===== config.mk =====
export PLATFORM = sky130hd
export DESIGN_NAME = dct_transpose_buffer
export DESIGN_NICKNAME = d
export VERILOG_FILES = /design/src/rtl/dct_pkg.sv /design/src/rtl/dct_tpose_bank.sv /design/src/rtl/dct_transpose_buffer.sv
export SDC_FILE = /design/constraint.sdc
export NUM_CORES = 1
export LEC_CHECK = 0
export CAP_MARGIN = 15
export CORE_UTILIZATION = 59
export DETAILED_ROUTE_END_ITERATION = 10
export GPL_TIMING_DRIVEN = 0
export PLACE_DENSITY = 0.79
export SETUP_SLACK_MARGIN = 0.4
export SYNTH_ARGS = -nofsm -noshare
export SYNTH_HDL_FRONTEND = slang
export SYNTH_SLANG_ARGS = --single-unit

===== constraint.sdc =====
create_clock -name clk -period 19.06 [get_ports clk]
set_clock_uncertainty 0.2 [all_clocks]
set_input_delay 3.812 -clock clk [delete_from_list [all_inputs] [get_ports clk]]
set_output_delay 3.812 -clock clk [all_outputs]
set_load 0.01 [all_outputs]

===== src/rtl/dct_pkg.sv =====
// Shared 2D-DCT types: block dimension, element width and the packed row/column vector.
package dct_pkg;
  localparam int DCT_N = 8;
  localparam int DCT_W = 16;

  typedef logic [DCT_W-1:0] dct_elem_t;
  typedef dct_elem_t [DCT_N-1:0] dct_vec_t;
endpackage


===== src/rtl/dct_tpose_bank.sv =====
// One 8x8 transpose bank: rows are written whole, columns are read combinationally.
module dct_tpose_bank
  import dct_pkg::*;
(
  input  logic                   clk,
  input  logic                   we_i,
  input  logic [2:0]             wr_row_i,
  input  logic [DCT_N*DCT_W-1:0] wr_vec_i,
  input  logic [2:0]             rd_col_i,
  output logic [DCT_N*DCT_W-1:0] rd_vec_o
);

  dct_vec_t mem_q [DCT_N];

  // Storage only; contents are meaningless until a bank has been filled.
  always_ff @(posedge clk) begin
    if (we_i) begin
      mem_q[wr_row_i] <= dct_vec_t'(wr_vec_i);
    end
  end

  always_comb begin
    rd_vec_o = '0;
    for (int r = 0; r < DCT_N; r++) begin
      rd_vec_o[r*DCT_W +: DCT_W] = mem_q[r][rd_col_i];
    end
  end

endmodule


===== src/rtl/dct_transpose_buffer.sv =====
// Row-in / column-out 8x8 transpose buffer between the two 1D DCT passes.
// Define DCT_TPOSE_PINGPONG_EN for two banks in ping-pong; otherwise a single bank.
module dct_transpose_buffer
  import dct_pkg::*;
#(
  parameter int N      = DCT_N,
  parameter int DATA_W = DCT_W
) (
  input  logic                clk,
  input  logic                rst_n,
  input  logic                in_valid,
  output logic                in_ready,
  input  logic [N*DATA_W-1:0] in_data,
  output logic                out_valid,
  input  logic                out_ready,
  output logic [N*DATA_W-1:0] out_data,
  output logic [2:0]          out_col,
  output logic                out_last
);

  logic       wr_bank_q, wr_bank_d;
  logic       rd_bank_q, rd_bank_d;
  logic [2:0] wr_row_q, wr_row_d;
  logic [2:0] rd_col_q, rd_col_d;
  logic [1:0] full_q, full_d;
  logic       wr_fire, rd_fire;

  // Handshake flags depend only on registered state, so in_ready never sees out_ready.
  assign in_ready  = !full_q[wr_bank_q];
  assign out_valid = full_q[rd_bank_q];
  assign out_col   = rd_col_q;
  assign out_last  = out_valid && (rd_col_q == 3'd7);
  assign wr_fire   = in_valid && in_ready;
  assign rd_fire   = out_valid && out_ready;

  always_comb begin
    wr_bank_d = wr_bank_q;
    rd_bank_d = rd_bank_q;
    wr_row_d  = wr_row_q;
    rd_col_d  = rd_col_q;
    full_d    = full_q;
    // A bank cannot be written and drained in the same cycle: the full flag gates both.
    if (wr_fire) begin
      wr_row_d = wr_row_q + 3'd1;
      if (wr_row_q == 3'd7) begin
        full_d[wr_bank_q] = 1'b1;
`ifdef DCT_TPOSE_PINGPONG_EN
        wr_bank_d = ~wr_bank_q;
`endif
      end
    end
    if (rd_fire) begin
      rd_col_d = rd_col_q + 3'd1;
      if (rd_col_q == 3'd7) begin
        full_d[rd_bank_q] = 1'b0;
`ifdef DCT_TPOSE_PINGPONG_EN
        rd_bank_d = ~rd_bank_q;
`endif
      end
    end
  end

  always_ff @(posedge clk or negedge rst_n) begin
    if (!rst_n) begin
      wr_bank_q <= 1'b0;
      rd_bank_q <= 1'b0;
      wr_row_q  <= 3'd0;
      rd_col_q  <= 3'd0;
      full_q    <= 2'b00;
    end else begin
      wr_bank_q <= wr_bank_d;
      rd_bank_q <= rd_bank_d;
      wr_row_q  <= wr_row_d;
      rd_col_q  <= rd_col_d;
      full_q    <= full_d;
    end
  end

  logic [N*DATA_W-1:0] rd_vec0;

  dct_tpose_bank u_bank0 (
    .clk      (clk),
    .we_i     (wr_fire && !wr_bank_q),
    .wr_row_i (wr_row_q),
    .wr_vec_i (in_data),
    .rd_col_i (rd_col_q),
    .rd_vec_o (rd_vec0)
  );

`ifdef DCT_TPOSE_PINGPONG_EN
  logic [N*DATA_W-1:0] rd_vec1;

  dct_tpose_bank u_bank1 (
    .clk      (clk),
    .we_i     (wr_fire && wr_bank_q),
    .wr_row_i (wr_row_q),
    .wr_vec_i (in_data),
    .rd_col_i (rd_col_q),
    .rd_vec_o (rd_vec1)
  );

  assign out_data = rd_bank_q ? rd_vec1 : rd_vec0;
`else
  assign out_data = rd_vec0;
`endif

endmodule


### Clock wiring as the flow saved it, run 1

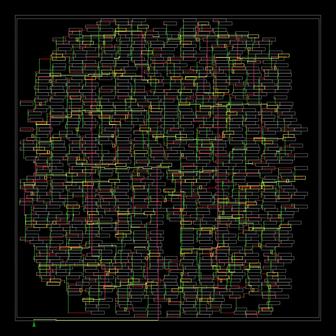
Clock buffer cells: 122
Late-Pin Clk Latency: 650 ps
Seq cells: 1031
CTS Buf Count: 97
clk sinks: 1031

### Supply network, run 1

Scale: 1.5 px per µm. Pins as bars on the die edge.
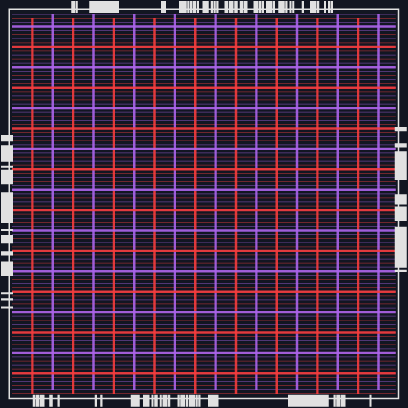
- VDD: purple
- VSS: red
- signal pins: 266
- met5 straps: 18
- rows: 93
- met1 rails: 94
Die Height: 258.5 µm
Max VDD drop: 0.1305 mV
Die X: 258.5 µm

==> results_slide.txt, run 1 <==
Synthesis and Place & Route Summary

Die
  • Initial Utilization: 60.01%
  • Core Region: 64700 µm²
  • IO Pins: 266
  • Cell row count: 93
  • Chip area: approximately 67000 µm²

Logic synthesis
  • Synth cell types: 24
  • Mapped Avg Cell Area: 25.59 µm²
  • Synth Register Bits: 1031
  • Post-synth EDFFs: roughly 1000
  • Post-synth top cells: 1024 x edfxtp_1, 256 x mux4_2, 132 x mux2_2
  • Aoi share: 0.02901%
  • Post-synthesis instance total: roughly 1500
  • Register area share after synthesis: 79.65%
  • Post-Synth XOR/XNOR Area: 0.04512%
  • Synthesized area: 38820 µm²
  • Most frequent cell after synthesis: edfxtp_1
  • Most used flip-flop cell after synthesis: edfxtp_1
  • Top cells by area: edfxtp_1 79%, mux4_2 15%, mux2_2 3.8%, buf_6 0.75%, dfrtp_1 0.45%
  • Yosys Chip Area: 38820 µm²
  • Ys async rst share: 0.6790%
  • Ys cells: 1517
  • Simple share: 0.2191%
  • Fa+ha+maj area frac: 0.1289%
  • Max-area cell share: 79.20%
  • Dominant kind of combinational cell: multiplexers
  • Mux area share: between 10% and 20%
  • Dominant cell type by area after synthesis: edfxtp_1
  • Post-Syn Nets: between 1500 and 2000
  • Synth Warn #: 0

Final layout
  • Layout cells sized above 1: between 30% and 40%
  • Nets: 2113
  • Gate Area: 7465 µm²
  • Layout area overhead: 20.93%
  • FILL cells: between 3000 and 4000
  • Cell Count, Final, Fillers Out: 2909
  • Reg with most FFs: u_bank0.mem_q
  • Max FFs per register: 1024

Power and ir drop
  • Total Power: ~7.3 mW
  • Comb. pwr: 2.71 mW
  • Clock power frac: roughly 26%
  • Sequential Power Share: 37.2%
  • Combinational power share: 37.0%
  • Clock Power: 1.90 mW
  • Static Leak: 14.97 nW
  • Switching portion of total power: a little under a third
  • Pint: 5.035 mW
  • PwrDens: 156.4 nW/µm²
  • Switching power: 2.308 mW
  • Sequential power: roughly 2.7 mW
  • Top pwr grp: registers

Drt
  • DRT Pass-1 Iters: 6
  • WL/cell: 37.04 µm
  • Vias per cell: 6.834
  • Residual DRC: 0
  • Iteration-0 DRC Markers: 2644
  • Vias: 19879
  • Antenna Nets Post-Route: 0
  • Total wire length: between 100 and 150 mm

Timing
  • Final setup vio count: 0
  • Worst slew pin tran: 1362 ps
  • Fin Setup TNS: 0 ps
  • Slew Limit Fails: 0
  • FMAX: 0.1265 GHz
  • Fin crit period: 7904 ps
  • RSZ-0062 raised after global routing: false
  • Fin crit share: 41.47%
  • Slew margin rel.: 9.226%
  • Final Hold Viols: 0
  • Final worst slack: approximately 11000 ps

GRT
  • Grt total ovfl: 0
  • Vias in the first global route: 20163
  • Gr usage total: 32.89%
  • Largest net degree at the start of global routing: 37
  • GRT met1 Usage: 41.52%
  • Antenna violations before repair: 8
  • First-pass GRT wire length: 148.9 mm
  • GRT busiest layer: met2
  • Met3 Use GR: 7.619%
  • M2 GR Usage: 54.57%

Placement
  • I/O Buffers: around 270
  • Placed Instances: approximately 2700
  • Place WS: ~12000 ps
  • Routability cong.: 0.7972
  • DP Wirelength: between 60 and 70 mm

Flow run
  • Log Warnings: 27
  • Max-cap violations: 0

Worst setup path
  • Data required, critical path: 15050 ps
  • Critical path origin: out_col[2]
  • Slowest stage cell on the critical path: clkbuf_1
  • Crit path arrival time: slightly below 4000 ps
  • CP Cell Sequence: buf_2 -> buf_2 -> clkbuf_1 -> mux4_2 -> mux2_2 -> clkdlybuf4s50_1
  • CP max FO: 10
  • Critical path's top delay family: buffers and inverters
  • Largest stage delay on the critical path: between 1000 and 1500 ps
  • Critical path class: reg -> out
  • Top cell by count, worst path: buf_2
  • CP startpoint kind: flop
  • R2R Path Start: full_q[0]
  • Crit end category: output port
  • Worst Path Buf+Inv: 4

Clocking
  • Post-CTS setup buffers: 0
  • H-tree Lvls: 3
  • Clock Root Buffer: clkbuf_16
  • Post-CTS resize count: 0
  • Clock slew at reported path FFs: 60 ps
  • CTS tree: built
  • Clock tree buffer depth: 3
  • Post-cts hold buffer count: 0

Min path
  • Hold WC Path Type: reg -> reg
  • Hold_sp: wr_row_q[0]

Outcome
  • Status: finished, final reports clean
### Where the registers sit, run 1

Scale: 1.5 px per µm. Other sequential cells in the stronger gray, the rest of the logic in the fainter gray.
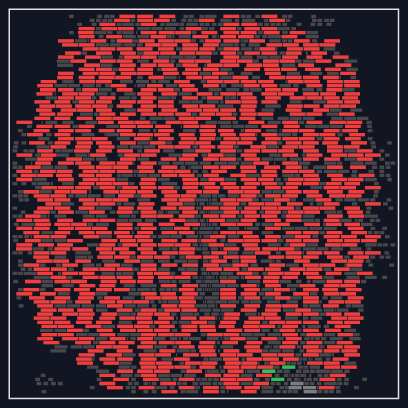
- out_col: green (sequential cells 3)
- u_bank0.mem_q: red (sequential cells 1024; where widely spread)
register area: 30920 µm²
final core utilization: 72.57%

[run 1: layout make-up]
type,instances,share of cell area [%]
Antenna cell,3,0.01599
Buffer,73,1.029
Clock buffer,122,5.415
Clock inverter,51,1.109
Inverter,1,0.007995
Multi-Input combinational cell,412,15.90
Sequential cell,1031,65.87
Tap cell,855,2.279
Timing Repair Buffer,361,8.379
[run 1: worst paths after layout]
| kind | slack, ps | to | depth (start not counted) |
|---|---|---|---|
| max reg2reg | 15440 | u_bank0.mem_q[1][42] | 9 |
| min in group asynchronous | 3220 | wr_row_q[1] | 1 |
| max | 11160 | out_data[71] | 6 |
| max in group asynchronous | 15180 | wr_row_q[2] | 1 |
| min | 430 | wr_row_q[0] | 1 |
| min reg2reg | 430 | wr_row_q[0] | 1 |
[run 1: metal layers]
| metal | wire, µm | up-vias |
|---|---|---|
| met5 | 82 | - |
| met4 | 5322 | 12 |
| met3 | 11930 | 313 |
| met2 | 54440 | 1740 |
| met1 | 35970 | 10332 |
| li1 | - | 7482 |
[run 1: stage by stage]
stage	instance area [µm²]	hold slack, ps
CTS	46890	416.5
floorplan	38820	309.8
finish	46950	427.7
detailed placement	43820	388.3
global placement	42550	332.7
global route	46940	425.6
[run 1: layout by cell type (no fill, tap or decap), types with 2 or more instances in the layout]
cell             instances
nor3_2                   4
clkbuf_16               98
nor2_4                   3
clkinv_1                14
bufinv_16                9
clkinvlp_4               2
clkdlybuf4s50_1        265
buf_2                   10
clkinv_2                21
buf_16                   5
ha_1                     4
buf_6                   66
buf_4                   17
dfrtp_1                  7
mux4_2                 256
diode_2                  3
edfxtp_1              1024
clkinv_8                 3
clkbuf_1                44
mux2_2                 132
buf_12                  11
buf_1                   16
buf_8                   23
nand2_1                  2
--- run 2 (diff from run 1) ---
clock period = 7.8 ns   (was 19.06 ns; I/O delays follow)
### Clock wiring as the flow saved it, run 2

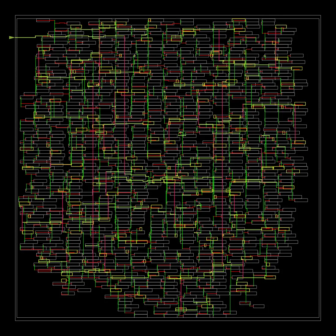
Clock buffer cells: 114
Late-Pin Clk Latency: 640 ps
Clock Power: 5.03 mW
CTS Buf Count: 98

==> run 2 against run 1 <==
Register-to-register slack worse by 11000 ps; worst setup slack worse by 9000 ps; largest cell class unchanged; non-clock buffer count is 32 lower; critical path depth is 1 higher; largest power group unchanged; combinational power is 150% higher; first-iteration DRC count is 19% higher; clock power went up to 2.6 times the previous value.
==> results_slide.txt, run 2 <==
Synthesis and Place & Route Summary

Power and ir drop
  • PwrDens: 388.9 nW/µm² (was 156.4 nW/µm²)
  • Combinational power share: 36.3% (was 37.0%)
  • Total Power: 18.38 mW (was 7.344 mW)
  • Sequential power: 6.69 mW (was 2.73 mW)
  • Switching power: 5.792 mW (was 2.308 mW)
  • Static Leak: 15.05 nW (was 14.97 nW)
  • Max VDD drop: 0.2877 mV (was 0.1305 mV)
  • Sequential Power Share: 36.4% (was 37.2%)
  • Switching portion of total power: 31.52% (was 31.43%)
  • Pint: 12.59 mW (was 5.035 mW)

Clocking
  • H-tree Lvls: 3 (unchanged)
  • Post-cts hold buffer count: 0 (unchanged)
  • Post-CTS setup buffers: 0 (unchanged)
  • Post-CTS resize count: 0 (unchanged)
  • CTS tree: built (unchanged)
  • Clock slew at reported path FFs: 60 ps (about the same)
  • Clk sinks: 1031 (unchanged)
  • Clock Root Buffer: clkbuf_16 (unchanged)

Timing
  • Fin Setup TNS: 0 ps (unchanged)
  • Slew Limit Fails: 0 (unchanged)
  • FMAX: 0.1763 GHz
  • Slew margin rel.: 12.66% (was 9.226%)
  • Final worst slack: 2129 ps (was 11160 ps)
  • Fin crit period: between 5000 and 6000 ps
  • Final Hold Viols: 0 (unchanged)
  • RSZ-0062 raised after global routing: false (unchanged)
  • Final setup vio count: 0 (unchanged)
  • Worst Hold Slack: 395.6 ps (was 427.7 ps)

Logic synthesis
  • Post-synthesis instance total: 1517 (unchanged)
  • Max-area cell share: 79.20% (unchanged)
  • Top cells by area: edfxtp_1 79%, mux4_2 15%, mux2_2 3.8%, buf_6 0.75%, dfrtp_1 0.45% (unchanged)
  • Yosys Chip Area: 38820 µm² (unchanged)
  • Synthesized area: 38820 µm² (unchanged)
  • Ys async rst share: 0.6790% (unchanged)
  • Post-Syn Nets: 1653 (unchanged)
  • Synth Register Bits: 1031 (unchanged)
  • Most frequent cell after synthesis: edfxtp_1 (unchanged)
  • Synth Warn #: 0 (unchanged)
  • Most used flip-flop cell after synthesis: edfxtp_1 (unchanged)
  • Dominant cell type by area after synthesis: edfxtp_1 (unchanged)
  • Post-synth EDFFs: 1024 (unchanged)
  • Synth cell types: 24 (unchanged)
  • Ys cells: 1517 (unchanged)
  • Mapped Avg Cell Area: 25.59 µm² (unchanged)

Worst setup path
  • CP startpoint kind: flop (unchanged)
  • Crit end category: output port (unchanged)
  • Critical path class: reg -> out (unchanged)
  • CP max FO: 10 (unchanged)

GRT
  • Antenna violations before repair: 3 (was 8)
  • Grt total ovfl: 0 (unchanged)
  • Largest net degree at the start of global routing: 38 (was 37)
  • Vias in the first global route: 20114 (was 20163)
  • Gr usage total: 33.90% (was 32.89%)
  • First-pass GRT wire length: 152.4 mm (was 148.9 mm)

Drt
  • Antenna Nets Post-Route: 0 (unchanged)
  • WL/cell: 38.83 µm (was 37.04 µm)
  • Total wire length: 112.0 mm (was 107.8 mm)
  • Vias: 19972 (was 19879)
  • DRT Pass-1 Iters: 6 (unchanged)

Final layout
  • Cell area after layout: 47260 µm² (was 46950 µm²)
  • Max FFs per register: 1024 (unchanged)
  • Top Layout Cells: 1024 x edfxtp_1, 265 x clkdlybuf4s50_1, 256 x mux4_2, 132 x mux2_2, 101 x clkbuf_16 (was 1024 x edfxtp_1, 265 x clkdlybuf4s50_1, 256 x mux4_2, 132 x mux2_2, 98 x clkbuf_16)
  • Nets: 2082 (was 2113)
  • FILL cells: 3368 (was 3425)
  • Layout cells sized above 1: 32.15% (was 32.42%)
  • Layout area overhead: 21.73% (was 20.93%)
  • Reg with most FFs: u_bank0.mem_q (unchanged)
  • Cell Count, Final, Fillers Out: 2884 (was 2909)

Flow run
  • Log Warnings: 28 (was 27)
  • Max-cap violations: 0 (unchanged)

Placement
  • Place WS: 2882 ps (was 11810 ps)
  • Placed Instances: 2697 (was 2729)
  • Placed inst area: 43830 µm² (was 43820 µm²)
  • Routability cong.: 0.7986 (was 0.7972)
  • DP Wirelength: 66.01 mm (was 67.68 mm)

Die
  • Cell row count: 93 (unchanged)
  • Chip area: 66830 µm² (unchanged)
  • Die Height: 258.5 µm (unchanged)
  • Die X: 258.5 µm (unchanged)

Min path
  • Hold WC Path Type: reg -> reg (unchanged)

Outcome
  • Status: finished, final reports clean (unchanged)
### Cell density map, run 2

Scale: 1.5 px per µm. The die is cut into 26 by 26 equal tiles; black is low, pale yellow is high, 0 to 100% covered.
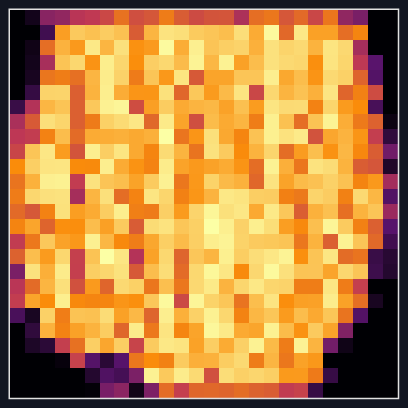
- fullest tile: 100%
- nearly empty tiles: 8.7%
- tiles over 75% full: 59%
- mean over tiles: 69%
final core utilization: 73.05%
Core Region: 64700 µm²
Initial Utilization: 60.01%

==> run 2: cell counts after synthesis <==
Identical to the previous run, type by type.
==> run 2: cell type report <==
class,count,area [µm²],share of cell area (%)
buffer,73,488.0,1.032
inverter,1,3.754,0.007942
sequential,1031,30920,65.43
tap,855,1070,2.264
timing repair buffer,329,3901,8.255
antenna,1,2.502,0.005295
clock buffer,114,2576,5.451
multi-input combinational,412,7498,15.87
clock inverter,68,797.0,1.686
==> run 2: final timing paths <==
kind	startpoint	to	slack, ps	cells after the start
worst min-delay path	wr_row_q[0]	wr_row_q[0]	400	1
worst max-delay path	out_col[2]	out_data[26]	2130	7
worst min register to register	wr_row_q[0]	wr_row_q[0]	400	1
min in group asynchronous	rst_n	wr_row_q[1]	990	1
max in group asynchronous	rst_n	wr_row_q[0]	6160	1
worst max register to register	full_q[0]	u_bank0.mem_q[4][36]	4570	5
==> run 2: routing by layer <==
layer	routed length, µm	GRT usage (%)	vias up	share of wire, %
met5	19	0	-	0.017
met4	5704	16.75	4	5.1
met3	13460	8.138	335	12
met2	55480	54.72	1923	50
met1	37320	43.79	10297	33
li1	-	-	7413	-
==> run 2: kinds of logic (layout without fill, tap and decap cells) <==
kind of cell / Yosys count / after routing / synth area share [%]
XOR/XNOR: 2 / 2 / 0.04513
other: 0 / 1 / 0
adder cells (fa/ha/maj): 4 / 4 / 0.1289
AND/OR/NAND/NOR: 16 / 16 / 0.2192
buffers and inverters: 74 / 585 / 1.244
AND-OR/OR-AND: 2 / 2 / 0.02900
multiplexers: 388 / 388 / 18.68
flip-flops: 1031 / 1031 / 79.65
==> run 2: worst max-delay path: stages (launching register included) <==
cell	delay [ps]
dfrtp_1	410
buf_2	230
buf_2	350
buf_1	830
buf_6	270
mux4_2	320
mux2_2	350
clkdlybuf4s50_1	500
--- run 3 (diff from run 2) ---
CORE_UTILIZATION = 53   (was 59)
PLACE_DENSITY = 0.75   (was 0.79)
clock period = 5 ns   (was 7.8 ns; I/O delays follow)
### Where the registers sit, run 3

Scale: 1.5 px per µm. Other sequential cells in the stronger gray, the rest of the logic in the fainter gray.
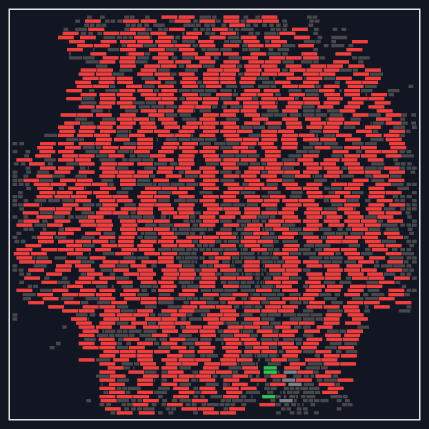
- out_col: green (sequential cells 3)
- u_bank0.mem_q: red (sequential cells 1024; where widely spread)
- not colored: 4

==> run 3 against run 2 <==
Synthesized cell count unchanged; flip-flop count unchanged; die area rose by 11%; combinational power increased by 56%; wire length decreased by 4.6%; global-route usage decreased by 4.7 points; largest power group unchanged.
==> results_slide.txt, run 3 <==
Synthesis and Place & Route Summary

Worst setup path
  • Critical path's top delay family: buffers and inverters (unchanged)
  • Data required, critical path: 3800 ps (was 6040 ps)
  • CP Cell Sequence: buf_2 -> buf_2 -> clkdlybuf4s15_2 -> mux4_2 -> mux2_2 -> clkdlybuf4s50_1 (was buf_2 -> buf_2 -> buf_1 -> buf_6 -> mux4_2 -> mux2_2 -> clkdlybuf4s50_1)
  • Worst Path Buf+Inv: 4 (was 5)
  • Critical path origin: out_col[2] (unchanged)
  • Slowest stage cell on the critical path: clkdlybuf4s15_2 (was buf_1)
  • Critical R2R Capture: u_bank0.mem_q[1][64] (was u_bank0.mem_q[4][36])
  • CP max FO: 10 (unchanged)
  • R2R Path Start: full_q[0] (unchanged)
  • FF-to-FF path depth: 7 (was 5)
  • CP startpoint kind: flop (unchanged)

Logic synthesis
  • Fa+ha+maj area frac: 0.1289% (unchanged)
  • Synthesized area: 38820 µm² (unchanged)
  • Yosys Chip Area: 38820 µm² (unchanged)
  • Dominant kind of combinational cell: multiplexers (unchanged)
  • Post-Syn Nets: 1653 (unchanged)
  • Dominant cell type by area after synthesis: edfxtp_1 (unchanged)
  • Mux area share: 18.68% (unchanged)
  • Ys async rst share: 0.6790% (unchanged)
  • Post-Synth XOR/XNOR Area: 0.04512% (unchanged)
  • Mapped Avg Cell Area: 25.59 µm² (unchanged)
  • Most used flip-flop cell after synthesis: edfxtp_1 (unchanged)
  • Post-synth top cells: 1024 x edfxtp_1, 256 x mux4_2, 132 x mux2_2 (unchanged)
  • Synth Warn #: 0 (unchanged)
  • Synth cell types: 24 (unchanged)
  • Register area share after synthesis: 79.65% (unchanged)
  • Ys cells: 1517 (unchanged)

Timing
  • Worst slew pin tran: 1087 ps (was 1310 ps)
  • RSZ-0062 raised after global routing: true (was false)
  • Worst Hold Slack: 412.7 ps (was 395.6 ps)
  • Fin crit period: 4588 ps
  • Fin crit share: about 90%
  • Final worst slack: 411.9 ps (was 2129 ps)
  • Slew margin rel.: 27.36% (was 12.66%)

Clocking
  • Clock slew at reported path FFs: 60 ps (about the same)
  • Clock tree buffer depth: 3 (unchanged)
  • Clock Root Buffer: clkbuf_16 (unchanged)
  • H-tree Lvls: 3 (unchanged)

Drt
  • DRT Pass-1 Iters: 6 (unchanged)
  • Vias: 19232 (was 19972)
  • Antenna Nets Post-Route: 0 (unchanged)
  • Vias per cell: 6.434 (was 6.925)

Power and ir drop
  • Static Leak: 15.13 nW (was 15.05 nW)
  • Sequential Power Share: 36.7% (was 36.4%)
  • Switching power: 8.804 mW (was 5.792 mW)
  • Total Power: 28.36 mW (was 18.38 mW)
  • Pint: 19.55 mW (was 12.59 mW)
  • Combinational power share: 36.6% (was 36.3%)
  • PwrDens: 596.4 nW/µm² (was 388.9 nW/µm²)
  • Switching portion of total power: 31.05% (was 31.52%)

Die
  • Initial Utilization: 53.94% (was 60.01%)
  • Cell row count: 98 (was 93)
  • Chip area: 74340 µm² (was 66830 µm²)
  • IO Pins: 266 (unchanged)

Final layout
  • Commonest Layout Cell: edfxtp_1 (unchanged)
  • Layout cells sized above 1: 33.46% (was 32.15%)
  • Reg with most FFs: u_bank0.mem_q (unchanged)
  • Final core utilization: 66.06% (was 73.05%)
  • Cell Count, Final, Fillers Out: 2989 (was 2884)
  • FILL cells: 4260 (was 3368)
  • Max FFs per register: 1024 (unchanged)

Placement
  • DP Wirelength: 68.51 mm (was 66.01 mm)
  • Placed Instances: 2806 (was 2697)
  • Placed inst area: 44200 µm² (was 43830 µm²)
  • Place WS: 728.4 ps (was 2882 ps)

GRT
  • Largest net degree at the start of global routing: 37 (was 38)
  • Grt total ovfl: 0 (unchanged)
  • Gr usage total: 29.22% (was 33.90%)
  • Antenna violations before repair: 6 (was 3)

Min path
  • Hold WC Path Type: in -> async (was reg -> reg)

Outcome
  • Status: finished, final reports clean (unchanged)

Flow run
  • Max-cap violations: 0 (unchanged)
### Clock wiring as the flow saved it, run 3

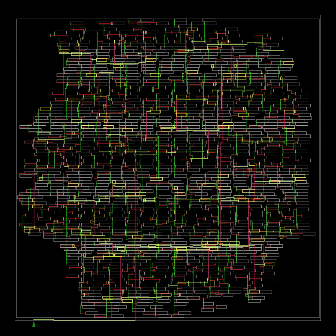
Clock buffer cells: 121
Clock Power: 7.57 mW
Late-Pin Clk Latency: 650 ps

==> run 3: worst min-delay path by stage <==
stage                              to  slack [ps]
after detailed placement  wr_row_q[0]         410
after global routing        full_q[0]         420
after floorplan           wr_row_q[0]         440
after CTS                  out_col[0]         390
after global placement    wr_row_q[0]         400
final                       full_q[0]         410
==> run 3: kinds of logic after synthesis <==
family,after synthesis
flip-flops,1031
multiplexers,388
buffers and inverters,74
AND/OR/NAND/NOR,16
adder cells (fa/ha/maj),4
AND-OR/OR-AND,2
XOR/XNOR,2
==> run 3: layout make-up <==
type	instances	area, µm²	area share [%]
Timing Repair Buffer	339	4071	8.562
Clock inverter	58	650.6	1.368
Buffer	73	548.0	1.153
Antenna cell	4	10.01	0.02105
Multi-Input combinational cell	412	7532	15.84
Sequential cell	1031	30920	65.04
Inverter	1	3.754	0.007894
Clock buffer	121	2621	5.513
Tap cell	950	1189	2.500
==> run 3: power groups by stage <==
stage	logic, mW	clock network [mW]	registers [mW]
2_1_floorplan	5.06	0	10.6
3_3_place_gp	9.59	0	10.6
3_5_place_dp	10.2	0	10.6
4_1_cts	10.4	7.62	10.4
5_1_grt	10.6	7.92	10.5
6_report	10.4	7.57	10.4
==> run 3: timing repair <==
| action | CTS | global route |
|---|---|---|
| gates resized | 27 | 7 |
| endpoints found under the setup margin | 96 | 23 |
| hold buffers | 0 | 0 |
| cloned | 0 | 0 |
==> run 3: metal layers <==
metal  GRT usage, %  part of all wire [%]  vias to the layer above
li1               -                     -                     7457
met1          37.69                    35                    10203
met2          48.56                    51                     1355
met3          6.326                   9.5                      213
met4          12.03                   4.3                        4
met5              0                 0.024                        -
Power is estimated from default activity; no workload was simulated.
